--- config.mk ---
export PLATFORM = sky130hd
export DESIGN_NAME = rr_onehot_arbiter
export DESIGN_NICKNAME = d
export VERILOG_FILES = /design/src/rtl/rr_onehot_arbiter.sv
export SDC_FILE = /design/constraint.sdc
export NUM_CORES = 1
export LEC_CHECK = 0
export ABC_AREA = 1
export CAP_MARGIN = 20
export CORE_MARGIN = 1.5
export CORE_UTILIZATION = 52
export CTS_CLUSTER_SIZE = 8
export DETAILED_ROUTE_END_ITERATION = 8
export MAX_ROUTING_LAYER = met4
export PLACE_DENSITY = 0.87
export SYNTH_ARGS = -nofsm -noshare
export SYNTH_HDL_FRONTEND = slang
export SYNTH_SLANG_ARGS = --single-unit
--- constraint.sdc ---
create_clock -name clk -period 3.8 [get_ports clk]
set_input_delay 0.38 -clock clk [delete_from_list [all_inputs] [get_ports clk]]
set_output_delay 0.38 -clock clk [all_outputs]
set_load 0.02 [all_outputs]
--- src/rtl/rr_onehot_arbiter.sv ---
// Round-robin arbiter producing a registered one-hot (or all-zero) grant.
// Feeds an 8-to-3 encoder: grant is its data input, grant_valid its enable.
// Supports grant hold until release (done / request drop) and a hold timeout.
module rr_onehot_arbiter #(
    parameter int unsigned N        = 8,
    parameter int unsigned MAX_HOLD = 16
) (
    input  logic                 clk,
    input  logic                 rst,
    input  logic                 en,
    input  logic [N-1:0]         req,
    input  logic                 done,
    output logic [N-1:0]         grant,
    output logic                 grant_valid,
    output logic [$clog2(N)-1:0] grant_idx
);

    localparam int unsigned IW = $clog2(N);
    // Counter only needs to reach MAX_HOLD-1; it saturates when there is no limit.
    localparam int unsigned CW = (MAX_HOLD > 1) ? $clog2(MAX_HOLD) : 1;
    localparam bit HasLimit = (MAX_HOLD != 0);
    localparam logic [CW-1:0] HoldLast = CW'((MAX_HOLD == 0) ? 0 : MAX_HOLD - 1);
    localparam logic [IW-1:0] IdxLast = IW'(N - 1);

    localparam logic [0:0] StIdle  = 1'b0;
    localparam logic [0:0] StGrant = 1'b1;

    logic [0:0]    state_q, state_d;
    logic [N-1:0]  grant_q, grant_d;
    logic          valid_q, valid_d;
    logic [IW-1:0] idx_q, idx_d;
    logic [IW-1:0] ptr_q, ptr_d;
    logic [CW-1:0] hold_q, hold_d;

    logic [IW-1:0] ptr_rel;
    logic [IW-1:0] pick_ptr;
    logic [IW-1:0] pick_idx;
    logic          pick_found;
    logic          release_grant;

    // Pointer the owner would leave behind on release: owner becomes lowest priority.
    always_comb begin
        ptr_rel  = (idx_q == IdxLast) ? '0 : idx_q + 1'b1;
        pick_ptr = (state_q == StGrant) ? ptr_rel : ptr_q;
    end

    // Rotating priority scan: first set request at or after pick_ptr, wrapping at N.
    always_comb begin
        logic [IW-1:0] scan_idx;
        pick_found = 1'b0;
        pick_idx   = '0;
        scan_idx   = '0;
        // Scan downward so the closest index to pick_ptr is written last and wins.
        for (int i = int'(N) - 1; i >= 0; i--) begin
            scan_idx = IW'((int'(pick_ptr) + i) % int'(N));
            if (req[scan_idx]) begin
                pick_found = 1'b1;
                pick_idx   = scan_idx;
            end
        end
    end

    // Owner gives up the grant on done, request drop, or hold timeout.
    always_comb begin
        release_grant = done | ~req[idx_q] | (HasLimit && (hold_q == HoldLast));
    end

    // Next-state: arbitration, hold/release, and enable override.
    always_comb begin
        state_d = state_q;
        grant_d = grant_q;
        valid_d = valid_q;
        idx_d   = idx_q;
        ptr_d   = ptr_q;
        hold_d  = hold_q;
        unique case (state_q)
            StIdle: begin
                if (en && pick_found) begin
                    state_d = StGrant;
                    grant_d = N'(1) << pick_idx;
                    valid_d = 1'b1;
                    idx_d   = pick_idx;
                    hold_d  = '0;
                end
            end
            StGrant: begin
                if (!en) begin
                    state_d = StIdle;
                    grant_d = '0;
                    valid_d = 1'b0;
                    idx_d   = '0;
                    hold_d  = '0;
                end else if (release_grant) begin
                    ptr_d  = ptr_rel;
                    hold_d = '0;
                    if (pick_found) begin
                        grant_d = N'(1) << pick_idx;
                        valid_d = 1'b1;
                        idx_d   = pick_idx;
                    end else begin
                        state_d = StIdle;
                        grant_d = '0;
                        valid_d = 1'b0;
                        idx_d   = '0;
                    end
                end else if (hold_q != '1) begin
                    hold_d = hold_q + 1'b1;
                end
            end
            default: begin
                state_d = StIdle;
                grant_d = '0;
                valid_d = 1'b0;
                idx_d   = '0;
                hold_d  = '0;
            end
        endcase
    end

    // State registers with synchronous reset that overrides everything.
    always_ff @(posedge clk) begin
        if (rst) begin
            state_q <= StIdle;
            grant_q <= '0;
            valid_q <= 1'b0;
            idx_q   <= '0;
            ptr_q   <= '0;
            hold_q  <= '0;
        end else begin
            state_q <= state_d;
            grant_q <= grant_d;
            valid_q <= valid_d;
            idx_q   <= idx_d;
            ptr_q   <= ptr_d;
            hold_q  <= hold_d;
        end
    end

    assign grant       = grant_q;
    assign grant_valid = valid_q;
    assign grant_idx   = idx_q;

endmodule

layer_met1.png
Bar = 20 um. Supply wires on this layer in gray.
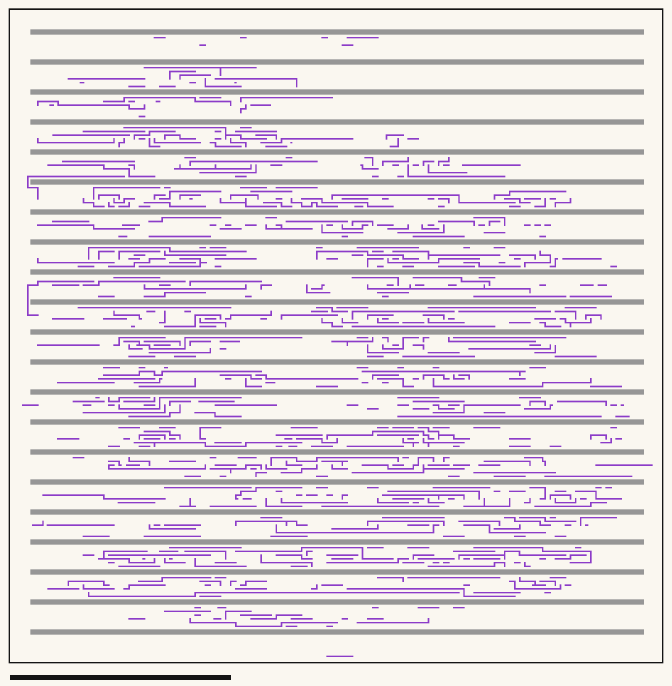
The wires run mostly horizontal. The longest straight run is 23.9 um.
post-detailed-routing wire length: 4.18 mm
GR Layer Usage met1: 0.347
total vias in the final route: 1762

layer_met2.png
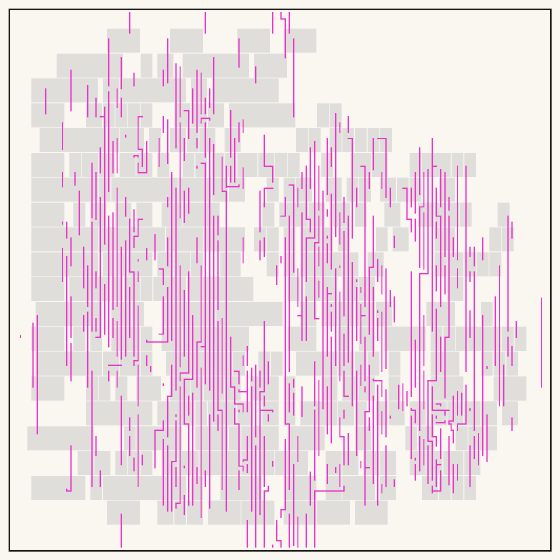
247 nets have wire on it. The layer carries 2010 um of wire. The layer holds 48% of the routed length. The longest straight run is 35.0 um. The wires run mostly vertical.
met2 Resource Use GR: 0.452

layer_met3.png
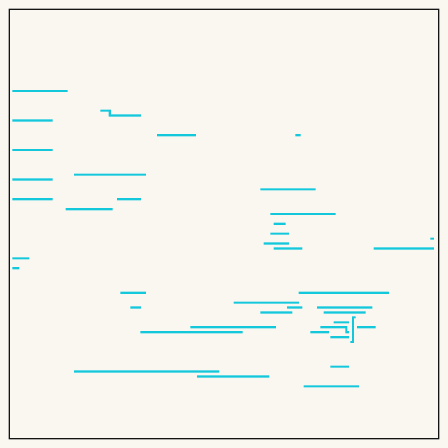
The longest straight run is 19.8 um. The layer holds 5.3% of the routed length. The wires run mostly horizontal.
met3 track demand over resource in global routing: 0.0175

congestion.png
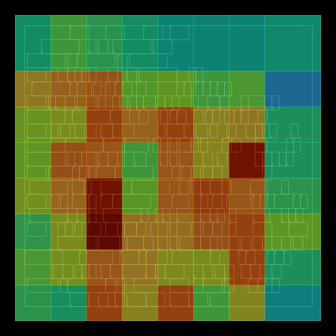
Wirelength per Cell: 12.9 um
GRT Total Usage: 0.270

==> results.toml <==
# synthesis and place-and-route metrics
[critical_path]
worst_path_dominant_cell_family = "simple AND/OR/NAND/NOR gates"
worst_path_most_repeated_cell = "sky130_fd_sc_hd__nand2_4"
reg2reg_to = "grant_idx[1]$_SDFFE_PP0P_"
timing.reg2reg.worst_path_depth = 18

[pwr]
relative_contribution_of_combinational_cells_to_total_power = 0.543
clock_power_share = 0.153

[placed_design]
place.detailed.instances = 319

[sta]
fin_worst_skew_ps = 5.96
final.setup.worst_slack_ps = 610
measured_slew_at_the_worst_slew_check_pin_ps = 550

[synth]
syn_area_per_cell_um2 = 6.42
syn_nets = 272
synth.most_common_cell = "sky130_fd_sc_hd__nand2_1"
mux_area_frac = 0
netlist_top_cells_area = "sky130_fd_sc_hd__dfxtp_1 (24%), sky130_fd_sc_hd__nand3_1 (18%), sky130_fd_sc_hd__nand2_1 (14%)"
postSynthSeqShare = 0.244
post-synth-top-area-cell = "sky130_fd_sc_hd__dfxtp_1"

[layout]
layout_top_cell_excl_fill_tap = "sky130_fd_sc_hd__nand2_1"
fill_cells = 276
num-clock-buffers = 4

[global_routing]
grt_pass1_wl_mm = 7.07

[outcome]
status = "finished clean"
